==> config.mk <==
export PLATFORM = sky130hd
export DESIGN_NAME = fixed_point_iterative_complex_divider_flat
export DESIGN_NICKNAME = d
export VERILOG_FILES = /design/src/rtl/fixed_point_iterative_complex_divider_if.sv /design/src/rtl/fixed_point_iterative_complex_divider.sv /design/src/flat_wrapper.sv
export SDC_FILE = /design/constraint.sdc
export NUM_CORES = 2
export LEC_CHECK = 0
export ABC_CLOCK_PERIOD_IN_PS = 15500
export CAP_MARGIN = 10
export CORE_UTILIZATION = 60
export CTS_CLUSTER_SIZE = 16
export DETAILED_ROUTE_END_ITERATION = 10
export GPL_TIMING_DRIVEN = 0
export PLACE_DENSITY = 0.84
export SLEW_MARGIN = 20
export SYNTH_ARGS = -nofsm -noshare
export SYNTH_HDL_FRONTEND = slang
export SYNTH_SLANG_ARGS = --single-unit
==> constraint.sdc <==
create_clock -name clk -period 15.5 [get_ports clk]
set_input_delay 1.55 -clock clk [delete_from_list [all_inputs] [get_ports clk]]
set_output_delay 1.55 -clock clk [all_outputs]
set_load 0.005 [all_outputs]
==> src/rtl/fixed_point_iterative_complex_divider_if.sv <==
// Operand/result bundle for the iterative complex divider.
// Both sides use val/rdy: a transfer happens on a rising edge where val && rdy.
interface fixed_point_iterative_complex_divider_if #(
   parameter int n = 32
);
   logic         recv_val;
   logic         recv_rdy;
   logic         send_val;
   logic         send_rdy;
   logic [n-1:0] ar;
   logic [n-1:0] ac;
   logic [n-1:0] br;
   logic [n-1:0] bc;
   logic [n-1:0] cr;
   logic [n-1:0] cc;
   logic         div_zero;

   modport master (
      output recv_val, ar, ac, br, bc, send_rdy,
      input  recv_rdy, send_val, cr, cc, div_zero
   );

   modport slave (
      input  recv_val, ar, ac, br, bc, send_rdy,
      output recv_rdy, send_val, cr, cc, div_zero
   );
endinterface

==> src/rtl/fixed_point_iterative_complex_divider.sv <==
// Fixed-point complex divide c = a / b using one shared signed multiplier
// and a one-bit-per-cycle restoring divider, sequenced by a small FSM.
module fixed_point_iterative_complex_divider #(
   parameter int n = 32,
   parameter int d = 16
) (
   input  logic                                  clk,
   input  logic                                  reset,
   fixed_point_iterative_complex_divider_if.slave io,
   output logic [2:0]                            dbg_state
);
   localparam int N  = n + d + 1;
   localparam int CW = $clog2(N);

   typedef enum logic [2:0] {IDLE, MUL, DIVR, DIVI, DONE} state_t;

   state_t          state_q, state_d;
   logic [CW-1:0]   cnt_q, cnt_d;
   logic [n-1:0]    ar_q, ar_d, ac_q, ac_d, br_q, br_d, bc_q, bc_d;
   logic [n:0]      m_q, m_d;
   logic [n:0]      nr_q, nr_d, ni_q, ni_d;
   logic [n:0]      rem_q, rem_d;
   logic [N-1:0]    dq_q, dq_d;
   logic [n-1:0]    cr_q, cr_d, cc_q, cc_d;
   logic            dz_q, dz_d;

   logic signed [n-1:0]   mul_a, mul_b;
   logic signed [2*n-1:0] prod_full;
   logic [n-1:0]          prod;
   logic [n+1:0]          rem_shift, rem_sub;
   logic                  qbit;
   logic [N-1:0]          q_next;
   logic                  unused_bits;

   function automatic logic [n:0] mag(input logic [n:0] v);
      return v[n] ? -v : v;
   endfunction

   // Quotient magnitude is signed afterwards (truncation toward zero), then clamped.
   function automatic logic [n-1:0] sat_apply(input logic neg, input logic [N-1:0] q);
      logic [N-1:0] lim_pos;
      logic [N-1:0] lim_neg;
      logic [n-1:0] low;
      lim_pos = {{(N-n+1){1'b0}}, {(n-1){1'b1}}};
      lim_neg = {{(N-n){1'b0}}, 1'b1, {(n-1){1'b0}}};
      low     = q[n-1:0];
      if (!neg) return (q > lim_pos) ? {1'b0, {(n-1){1'b1}}} : low;
      return (q > lim_neg) ? {1'b1, {(n-1){1'b0}}} : -low;
   endfunction

   // Operand order for the shared multiplier follows the MUL step counter.
   always_comb begin
      mul_a = '0;
      mul_b = '0;
      case (cnt_q)
         CW'(0):  begin mul_a = br_q; mul_b = br_q; end
         CW'(1):  begin mul_a = bc_q; mul_b = bc_q; end
         CW'(2):  begin mul_a = ar_q; mul_b = br_q; end
         CW'(3):  begin mul_a = ac_q; mul_b = bc_q; end
         CW'(4):  begin mul_a = ac_q; mul_b = br_q; end
         default: begin mul_a = ar_q; mul_b = bc_q; end
      endcase
   end

   assign prod_full = mul_a * mul_b;
   assign prod      = prod_full[n+d-1:d];

   assign rem_shift = {rem_q, dq_q[N-1]};
   assign rem_sub   = rem_shift - {1'b0, m_q};
   assign qbit      = (rem_shift >= {1'b0, m_q});
   assign q_next    = {dq_q[N-2:0], qbit};

   assign unused_bits = ^{prod_full[2*n-1:n+d], prod_full[d-1:0], rem_sub[n+1]};

   always_comb begin
      state_d = state_q;
      cnt_d   = cnt_q;
      ar_d    = ar_q;
      ac_d    = ac_q;
      br_d    = br_q;
      bc_d    = bc_q;
      m_d     = m_q;
      nr_d    = nr_q;
      ni_d    = ni_q;
      rem_d   = rem_q;
      dq_d    = dq_q;
      cr_d    = cr_q;
      cc_d    = cc_q;
      dz_d    = dz_q;
      case (state_q)
         IDLE: begin
            if (io.recv_val) begin
               ar_d    = io.ar;
               ac_d    = io.ac;
               br_d    = io.br;
               bc_d    = io.bc;
               m_d     = '0;
               nr_d    = '0;
               ni_d    = '0;
               dz_d    = 1'b0;
               cnt_d   = '0;
               state_d = MUL;
            end
         end
         MUL: begin
            case (cnt_q)
               CW'(0), CW'(1): m_d  = m_q + {1'b0, prod};
               CW'(2), CW'(3): nr_d = nr_q + {prod[n-1], prod};
               CW'(4):         ni_d = ni_q + {prod[n-1], prod};
               default:        ni_d = ni_q - {prod[n-1], prod};
            endcase
            cnt_d = cnt_q + CW'(1);
            if (cnt_q == CW'(5)) begin
               cnt_d = '0;
               if (m_q == '0) begin
                  cr_d    = '0;
                  cc_d    = '0;
                  dz_d    = 1'b1;
                  state_d = DONE;
               end else begin
                  rem_d   = '0;
                  dq_d    = {mag(nr_q), {d{1'b0}}};
                  state_d = DIVR;
               end
            end
         end
         DIVR, DIVI: begin
            rem_d = qbit ? rem_sub[n:0] : rem_shift[n:0];
            dq_d  = q_next;
            cnt_d = cnt_q + CW'(1);
            if (cnt_q == CW'(N-1)) begin
               cnt_d = '0;
               if (state_q == DIVR) begin
                  cr_d    = sat_apply(nr_q[n], q_next);
                  rem_d   = '0;
                  dq_d    = {mag(ni_q), {d{1'b0}}};
                  state_d = DIVI;
               end else begin
                  cc_d    = sat_apply(ni_q[n], q_next);
                  state_d = DONE;
               end
            end
         end
         DONE: begin
            if (io.send_rdy) state_d = IDLE;
         end
         default: state_d = IDLE;
      endcase
   end

   always_ff @(posedge clk or negedge reset) begin
      if (!reset) begin
         state_q <= IDLE;
         cnt_q   <= '0;
         ar_q    <= '0;
         ac_q    <= '0;
         br_q    <= '0;
         bc_q    <= '0;
         m_q     <= '0;
         nr_q    <= '0;
         ni_q    <= '0;
         rem_q   <= '0;
         dq_q    <= '0;
         cr_q    <= '0;
         cc_q    <= '0;
         dz_q    <= 1'b0;
      end else begin
         state_q <= state_d;
         cnt_q   <= cnt_d;
         ar_q    <= ar_d;
         ac_q    <= ac_d;
         br_q    <= br_d;
         bc_q    <= bc_d;
         m_q     <= m_d;
         nr_q    <= nr_d;
         ni_q    <= ni_d;
         rem_q   <= rem_d;
         dq_q    <= dq_d;
         cr_q    <= cr_d;
         cc_q    <= cc_d;
         dz_q    <= dz_d;
      end
   end

   assign io.recv_rdy = (state_q == IDLE);
   assign io.send_val = (state_q == DONE);
   assign io.cr       = cr_q;
   assign io.cc       = cc_q;
   assign io.div_zero = dz_q;
   assign dbg_state   = state_q;
endmodule

==> src/flat_wrapper.sv <==
// flat-port wrapper written by rule: the top's interface ports become plain ports
module fixed_point_iterative_complex_divider_flat 
#(
   parameter int n = 32,
   parameter int d = 16
)
  (clk, reset, dbg_state, io_recv_val, io_ar, io_ac, io_br, io_bc, io_send_rdy, io_recv_rdy, io_send_val, io_cr, io_cc, io_div_zero);
  fixed_point_iterative_complex_divider_if #(.n(n)) io_i ();
  input  logic clk;
  input  logic reset;
  output logic [2:0] dbg_state;
  input wire logic [$bits(io_i.recv_val)-1:0] io_recv_val;
  input wire logic [$bits(io_i.ar)-1:0] io_ar;
  input wire logic [$bits(io_i.ac)-1:0] io_ac;
  input wire logic [$bits(io_i.br)-1:0] io_br;
  input wire logic [$bits(io_i.bc)-1:0] io_bc;
  input wire logic [$bits(io_i.send_rdy)-1:0] io_send_rdy;
  output wire logic [$bits(io_i.recv_rdy)-1:0] io_recv_rdy;
  output wire logic [$bits(io_i.send_val)-1:0] io_send_val;
  output wire logic [$bits(io_i.cr)-1:0] io_cr;
  output wire logic [$bits(io_i.cc)-1:0] io_cc;
  output wire logic [$bits(io_i.div_zero)-1:0] io_div_zero;
  assign io_i.recv_val = io_recv_val;
  assign io_i.ar = io_ar;
  assign io_i.ac = io_ac;
  assign io_i.br = io_br;
  assign io_i.bc = io_bc;
  assign io_i.send_rdy = io_send_rdy;
  assign io_recv_rdy = io_i.recv_rdy;
  assign io_send_val = io_i.send_val;
  assign io_cr = io_i.cr;
  assign io_cc = io_i.cc;
  assign io_div_zero = io_i.div_zero;
  fixed_point_iterative_complex_divider #(.n(n), .d(d)) u_core (.clk(clk), .reset(reset), .io(io_i), .dbg_state(dbg_state));
endmodule
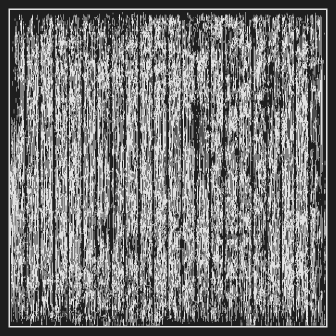
layer_met2.png
wire length on this layer = 94.6 mm
share of all routed wire = 44%
main direction = vertical
DR vias: 49106
GR Util met2: 73.5%
final WL: 217000 um

==> results.py <==
# Metrics from the implementation run
metrics = {
    "worst_setup_path": {
        "rr_worst_depth": 48,
        "setup.worst_path.start": "u_core.cnt_q[5]",
        "endpoint": "u_core.ni_q[32]",
        "arrival_ps": 15800,
        "crit_fanout": 11,
        "critPathMostFrequentCell": "fa_1",
        "r2r_slack_ps": 210,
        "path_class": "reg2reg",
        "slowest_delay_ps": 910,
    },
    "yosys": {
        "synth-edff-count": 0,
        "common_cells": "nand2_1, inv_1, fa_1, nor2_1, dfrtp_1",
        "yosys-stat-cells": 6448,
        "synthTopCellsByArea": "fa_1, dfrtp_1, nand2_1",
        "async_reset_ff_share_pct": 100,
        "fp_nets": 7722,
        "ys.flop_type": "dfrtp_1",
        "most_common_cell": "nand2_1",
        "ys_sh_aoi_pct": 11.5,
        "mux_area_share_pct": 1.54,
        "syn-cell-area_mm2": 0.0541,
        "logic_family": "adder cells",
        "ys_seq_share_pct": 17.7,
        "synthSimpleGateAreaFrac_pct": 17.7,
        "synth-adder-area-share_pct": 38.1,
    },
    "final_layout": {
        "nClkBuffers": 62,
        "n_fill_cell": 7386,
        "area_growth_pct": 10.7,
        "nonClkBufAreaFrac_pct": 6.02,
        "drive_above_1_share_pct": 4.47,
        "utilization_pct": 67.4,
        "regMostFlops": "u_core.dq_q",
        "logic_gate_count": 4771,
        "antennaDiodeCount": 14,
        "largest_reg_flops": 49,
        "inverters": 979,
    },
    "drt": {
        "drt-initial-drc-count": 5529,
        "wl_met3_um": 24000,
        "viasPerCell": 6.20,
        "ant_nets": 0,
        "wl_met2_um": 94600,
    },
    "grt": {
        "grtUsageMet3_pct": 13.3,
        "grt_busiest_layer": "met2",
        "grt_pass1_vias": 49916,
        "grt.total_usage_pct": 48.4,
        "gr-total-overflow": 0,
    },
    "final_timing": {
        "timing.final.ws_setup_ps": 210,
        "min_period_ps": 15290,
        "period_used_pct": 98.6,
        "finClkSkew_ps": 44.6,
        "whs_ps": 464,
        "slew_violations": 0,
    },
    "worst_hold_path": {
        "hp-class": "reg2reg",
    },
    "clocking": {
        "postCtsSetupBuffers": 4,
        "htree_levels": 2,
        "cts_inserted_buffers": 44,
        "cts.sinks": 383,
        "cts_tree": "done",
        "ctsResizeCount": 72,
    },
    "floorplanning": {
        "coreArea_mm2": 0.0889,
        "ios": 202,
        "initCoreUtil_pct": 60.9,
        "rows": 109,
    },
    "placed_design": {
        "placed_area_mm2": 0.0579,
        "place_ws_ps": -2150,
    },
    "status": {
        "status": "complete, no violations",
    },
    "flow_run": {
        "openroad.warnings": 35,
        "maxCapViolCount": 0,
    },
}
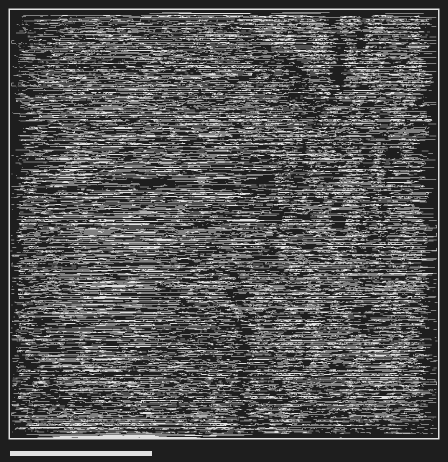
layer_met1.png
Scale bar: 100 um.
share of all routed wire = 35%
longest straight run = 86.5 um
main direction = horizontal
wire length on this layer = 76.0 mm
M1 GR Usage: 57.4%

critical path: cells and delay by family, from the launching register on:
kind | cells | cell delay, ps
adder cells (fa/ha/maj) | 10 | 4550
AND-OR/OR-AND | 14 | 3520
AND/OR/NAND/NOR | 11 | 2680
buffers and inverters | 10 | 2460
XOR/XNOR | 2 | 1150
flip-flops | 1 | 470
multiplexers | 1 | 280
cells in the final DEF (no fill, tap or decap), types with 16 or more instances in the layout:
| cell type | Yosys | layout |
|---|---|---|
| nand2b_1 | 43 | 42 |
| and2_1 | 38 | 29 |
| xnor2_1 | 177 | 170 |
| a21o_1 | 74 | 74 |
| fa_1 | 842 | 842 |
| xor2_1 | 99 | 97 |
| and3_1 | 26 | 26 |
| a31oi_1 | 19 | 18 |
| o221ai_1 | 18 | 18 |
| nand4_1 | 24 | 24 |
| o211ai_1 | 41 | 41 |
| dfrtp_1 | 383 | 383 |
| a21oi_1 | 232 | 232 |
| or3_1 | 24 | 24 |
| nor2b_1 | 26 | 26 |
| mux2i_1 | 46 | 25 |
| or4_1 | 16 | 16 |
| clkbuf_1 | 290 | 215 |
| a22o_1 | 29 | 29 |
| ha_1 | 300 | 299 |
| clkbuf_16 | 0 | 44 |
| o31ai_1 | 33 | 33 |
| nand2_1 | 1175 | 1174 |
| nor2_1 | 684 | 684 |
| nor4_1 | 29 | 27 |
| inv_1 | 976 | 976 |
| nand3_1 | 106 | 106 |
| clkdlybuf4s50_1 | 0 | 200 |
| a222oi_1 | 32 | 32 |
| mux2_2 | 32 | 32 |
| o21a_1 | 39 | 39 |
| nor3_1 | 61 | 61 |
| or2_2 | 16 | 16 |
| o21bai_1 | 29 | 29 |
| o21ai_0 | 312 | 309 |
| clkbuf_2 | 0 | 52 |
